==> images/placement_by_type.png <==
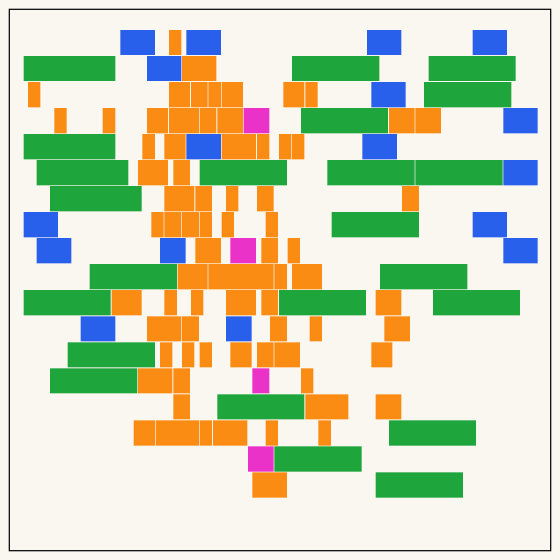
==> images/congestion.png <==
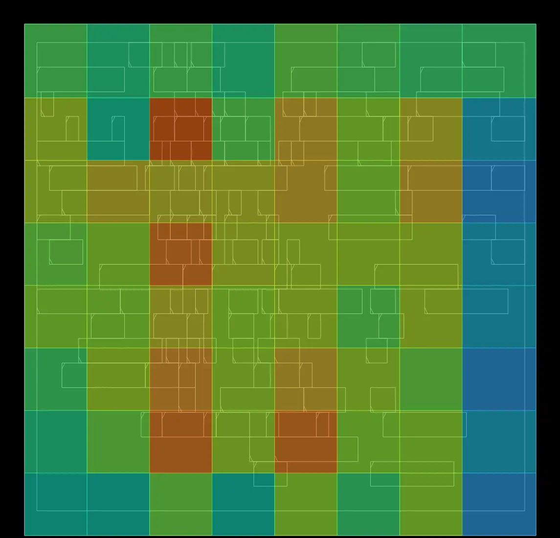
==> images/layer_met3.png <==
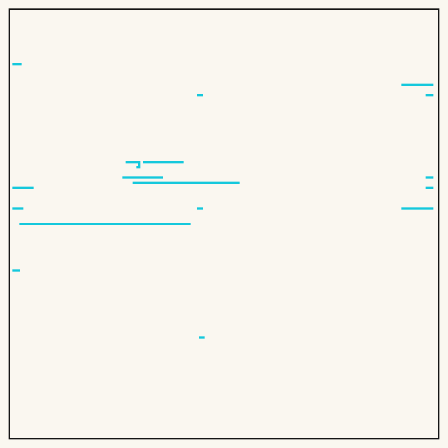
## src/rtl/pattern_slot_arbiter.sv

```systemverilog
// Round-robin arbiter that grants one requester at a time the shared
// pattern-evaluation datapath, with a completion timeout and a sticky error flag.
module pattern_slot_arbiter #(
  parameter int unsigned N_REQ = 4,
  parameter int unsigned TMO   = 15
) (
  input  logic                       blif_clk_net,
  input  logic                       blif_reset_net,
  input  logic [N_REQ-1:0]           req_i,
  output logic [$clog2(N_REQ)-1:0]   sel_o,
  output logic                       start_o,
  input  logic                       dp_done_i,
  output logic [N_REQ-1:0]           ack_o,
  output logic                       busy_o,
  output logic                       err_o
);

  localparam int unsigned SEL_W = $clog2(N_REQ);
  localparam int unsigned CNT_W = 8;

  typedef enum logic [1:0] {
    ST_IDLE   = 2'd0,
    ST_LAUNCH = 2'd1,
    ST_WAIT   = 2'd2,
    ST_ACK    = 2'd3
  } state_e;

  // Reset asserts immediately but releases two clock edges after the input drops.
  logic [1:0] rst_sync_q;
  logic       rst_int;

  always_ff @(posedge blif_clk_net or posedge blif_reset_net) begin
    if (blif_reset_net) begin
      rst_sync_q <= 2'b11;
    end else begin
      rst_sync_q <= {rst_sync_q[0], 1'b0};
    end
  end

  assign rst_int = rst_sync_q[1];

  state_e               state_q, state_d;
  logic [SEL_W-1:0]     sel_q, sel_d;
  logic [SEL_W-1:0]     last_q, last_d;
  logic [CNT_W-1:0]     cnt_q, cnt_d;
  logic                 err_q, err_d;
  logic                 start_q, start_d;
  logic [N_REQ-1:0]     ack_q, ack_d;
  logic                 busy_q, busy_d;

  logic [SEL_W-1:0]     pick_c;
  logic [SEL_W-1:0]     cand_c;
  logic                 found_c;

  // First set request searching upward from the requester after last, wrapping.
  always_comb begin
    pick_c  = last_q;
    cand_c  = '0;
    found_c = 1'b0;
    for (int i = 1; i <= int'(N_REQ); i++) begin
      cand_c = SEL_W'((int'(last_q) + i) % int'(N_REQ));
      if (!found_c && req_i[cand_c]) begin
        pick_c  = cand_c;
        found_c = 1'b1;
      end
    end
  end

  always_ff @(posedge blif_clk_net or posedge rst_int) begin
    if (rst_int) begin
      state_q <= ST_IDLE;
      sel_q   <= '0;
      last_q  <= SEL_W'(N_REQ - 1);
      cnt_q   <= '0;
      err_q   <= 1'b0;
      start_q <= 1'b0;
      ack_q   <= '0;
      busy_q  <= 1'b0;
    end else begin
      state_q <= state_d;
      sel_q   <= sel_d;
      last_q  <= last_d;
      cnt_q   <= cnt_d;
      err_q   <= err_d;
      start_q <= start_d;
      ack_q   <= ack_d;
      busy_q  <= busy_d;
    end
  end

  // Outputs are computed for the upcoming state so they register in step with it.
  always_comb begin
    state_d = state_q;
    sel_d   = sel_q;
    last_d  = last_q;
    cnt_d   = cnt_q;
    err_d   = err_q;
    start_d = 1'b0;
    ack_d   = '0;
    busy_d  = 1'b0;

    case (state_q)
      ST_IDLE: begin
        if (found_c) begin
          sel_d   = pick_c;
          start_d = 1'b1;
          state_d = ST_LAUNCH;
        end
      end
      ST_LAUNCH: begin
        cnt_d   = '0;
        state_d = ST_WAIT;
      end
      ST_WAIT: begin
        if (dp_done_i) begin
          ack_d[sel_q] = 1'b1;
          state_d      = ST_ACK;
        end else if (cnt_q >= CNT_W'(TMO - 1)) begin
          // Counter saturates at TMO; the transaction is dropped without an ack.
          cnt_d   = CNT_W'(TMO);
          err_d   = 1'b1;
          last_d  = sel_q;
          state_d = ST_IDLE;
        end else begin
          cnt_d = cnt_q + CNT_W'(1);
        end
      end
      ST_ACK: begin
        last_d  = sel_q;
        state_d = ST_IDLE;
      end
      default: begin
        state_d = ST_IDLE;
      end
    endcase

    busy_d = (state_d != ST_IDLE);
  end

  assign sel_o   = sel_q;
  assign start_o = start_q;
  assign ack_o   = ack_q;
  assign busy_o  = busy_q;
  assign err_o   = err_q;

endmodule

```

## config.mk

```make
export PLATFORM = sky130hd
export DESIGN_NAME = pattern_slot_arbiter
export DESIGN_NICKNAME = d
export VERILOG_FILES = /design/src/rtl/pattern_slot_arbiter.sv
export SDC_FILE = /design/constraint.sdc
export NUM_CORES = 1
export LEC_CHECK = 0
export CORE_MARGIN = 1
export CORE_UTILIZATION = 35
export CTS_BUF_LIST = sky130_fd_sc_hd__clkbuf_4 sky130_fd_sc_hd__clkbuf_8 sky130_fd_sc_hd__clkbuf_16
export CTS_CLUSTER_SIZE = 30
export DETAILED_ROUTE_END_ITERATION = 10
export HOLD_SLACK_MARGIN = 0.02
export PLACE_DENSITY_LB_ADDON = 0.2
export REMOVE_ABC_BUFFERS = 1
export SYNTH_ARGS = -nofsm -noshare
export SYNTH_HDL_FRONTEND = slang
export SYNTH_SLANG_ARGS = --single-unit
```

## constraint.sdc

```tcl
create_clock -name blif_clk_net -period 2.15 [get_ports blif_clk_net]
set_input_delay 0.43 -clock blif_clk_net [delete_from_list [all_inputs] [get_ports blif_clk_net]]
set_output_delay 0.43 -clock blif_clk_net [all_outputs]
set_load 0.03 [all_outputs]
```

==> reports/qor.yml <==
status: "complete, no violations"
numSynthFlops: 23
die_area_um2: 3190
slew_violations: 0
top_cells_by_area: "dfrtp_1 46%, dfstp_2 10%, nand2_1 4.0%, inv_1 3.6%, o21ai_0 3.4%"
drt-vias-per-instance: 5.33
synthSimpleGateAreaFrac_pct: 20.1
worstMarginPinSlew_ps: 771
setup-violations-final: 0
critPathLaunch: "sel_o[1]"
fin_ws_ps: 165
grt_pass1_vias: 750
ff_count: 23
dr_wl_met2_um: 867
p_leak_nw: 0.563
hpwlAfterDp_mm: 1.43
worst-path-stages: 1
routed-via-count: 794
synthToLayoutAreaGrowth_pct: 21.8
synthTopLogicFamily: "simple AND/OR/NAND/NOR gates"
aoi_share_pct: 17.0
largest_register_ff_count: 8
min_period_ps: 1980
nonClockBufferCount: 17
cts_sinks: 23
syn-cell-area_um2: 1040
grt_antenna_before_repair: 0
rsz0062_at_grt: "false"
crit_chain: "clkdlybuf4s50_1"
coreArea_um2: 2780
top_cell_area_share_pct: 45.8
grt_use_met1_pct: 19.0
finalCritPeriodShare_pct: 92.3
setup-tns-final_ps: 0
syn_area_per_cell_um2: 10.6
cp_max_fo: 8
comb.multi_input.count: 64
ys_types: 33
io_pins: 16
gp_congestion: 0.778
ys_async_sr_fraction_pct: 100
max_clock_freq_mhz: 504
ff_type: "dfrtp_1"
row_count: 19
final_nets: 128
edf_count: 0
slew_headroom_pct: 48.5
die_h_um: 56.4
cp-endpoint: "sel_o[1]"
yosys_area_um2: 1040
postPlaceCellArea_um2: 1240
critical_path_class: "reg2out"
drc_errors: 0
design_area_um2: 1260
hold_class: "reg2reg"
maxCapViolCount: 0
final-nonclk-buf-share_pct: 13.1
clkTransAtPathRegs_ps: 130
finalPower_mw: 1.42
clockNetworkAreaShare_pct: 2.18
wl_met1_um: 956
ys_cells: 98
ys_warn_count: 0
vdd_drop_max_mv: 0.749
power.density_nw_per_um2: 1130
routed_wl_mm: 1.94
seq_area_um2: 581
sh_comb_area_pct: 32.8
start_kind: "flop"
use_met2_pct: 21.0
dominant_cells: "flip-flops and latches"
synth_cells: 98
antenna_left: 0
met3WireLength_um: 64
inv_count: 10
cp_slowest_cell: "clkdlybuf4s50_1"
root_buffer: "clkbuf_4"
synthTopCellsByCount: "19 x dfrtp_1, 11 x nand2_1, 10 x inv_1, 7 x o21ai_0, 5 x nor2_1"
tool_warnings: 26
hold_viol: 0
initial_core_util_pct: 37.3
cts_resized: 0
r2r_slack_ps: 630
cts_tree: "done"
reg2reg_depth: 6
logic_area_um2: 414
final.fill_count: 272
num_antenna_cells: 0
grt_pass1_wl_mm: 3.36
timing.rr.end: "cnt_q[2]"
cts_buffers: 3
hold_buffers: 0
io_buffers: 15
htreeDepth: 1
dp_slack_ps: 276
clock_buffers: 3
worst-endpoint-required_ps: 1720
regMostFlops: "cnt_q"
tapCellCount: 31
drive_gt1_share_pct: 16.1
grt.overflow.total: 0
min_from: "rst_sync_q[0]"
synthAdderAreaFrac_pct: 2.41
crit_family: "buffers and inverters"
grt_max_degree: 22
holdPathEnd: "rst_sync_q[1]"
yosys.area.top_type: "dfrtp_1"
hold_depth: 0
rr_startpoint: "cnt_q[0]"
## Picture notes: placement_by_type.png
class	colour	cells
clock drivers and dummy loads	magenta	4
sequential cells	green	23
combinational and other logic	orange	74
remaining buffers and delay cells	blue	17

## Picture notes: congestion.png
GRT Overall Usage: 14.0%
Avg WL per Cell: 13.0 um
GRT met3 Usage: 2.07%
busiest grt layer: met2

## Picture notes: layer_met3.png
wire length on this layer	64.6 um
share of all routed wire	3.3%
nets with wire on the layer	14
main direction	horizontal
longest straight run	22.3 um

-- where the power goes --
part,internal (mW),switching [mW],total (mW)
logic,0.241,0.311,0.552
registers,0.544,0.131,0.674
clock network,0.0696,0.129,0.198
-- stage by stage --
step                      utilization [%]  std cells  hold slack [ps]
after floorplan                         -         97              320
after global placement               44.4        145              350
after detailed placement             44.4        145              355
after global routing                 45.4        149              376
after CTS                            45.4        149              374
final                                45.4        149              372
-- placed cells by master, fill, tap and decap left out, types with 3 or more instances in the layout --
cell / n
a21oi_1: 3
a32o_1: 3
and2_2: 3
clkbuf_4: 3
clkdlybuf4s50_1: 15
dfrtp_1: 19
dfstp_2: 4
inv_1: 10
nand2_1: 11
nand3_1: 4
nor2_1: 5
nor2b_1: 3
o21ai_0: 7
Power figures rest on the tool's default switching activity, not on a simulated workload.
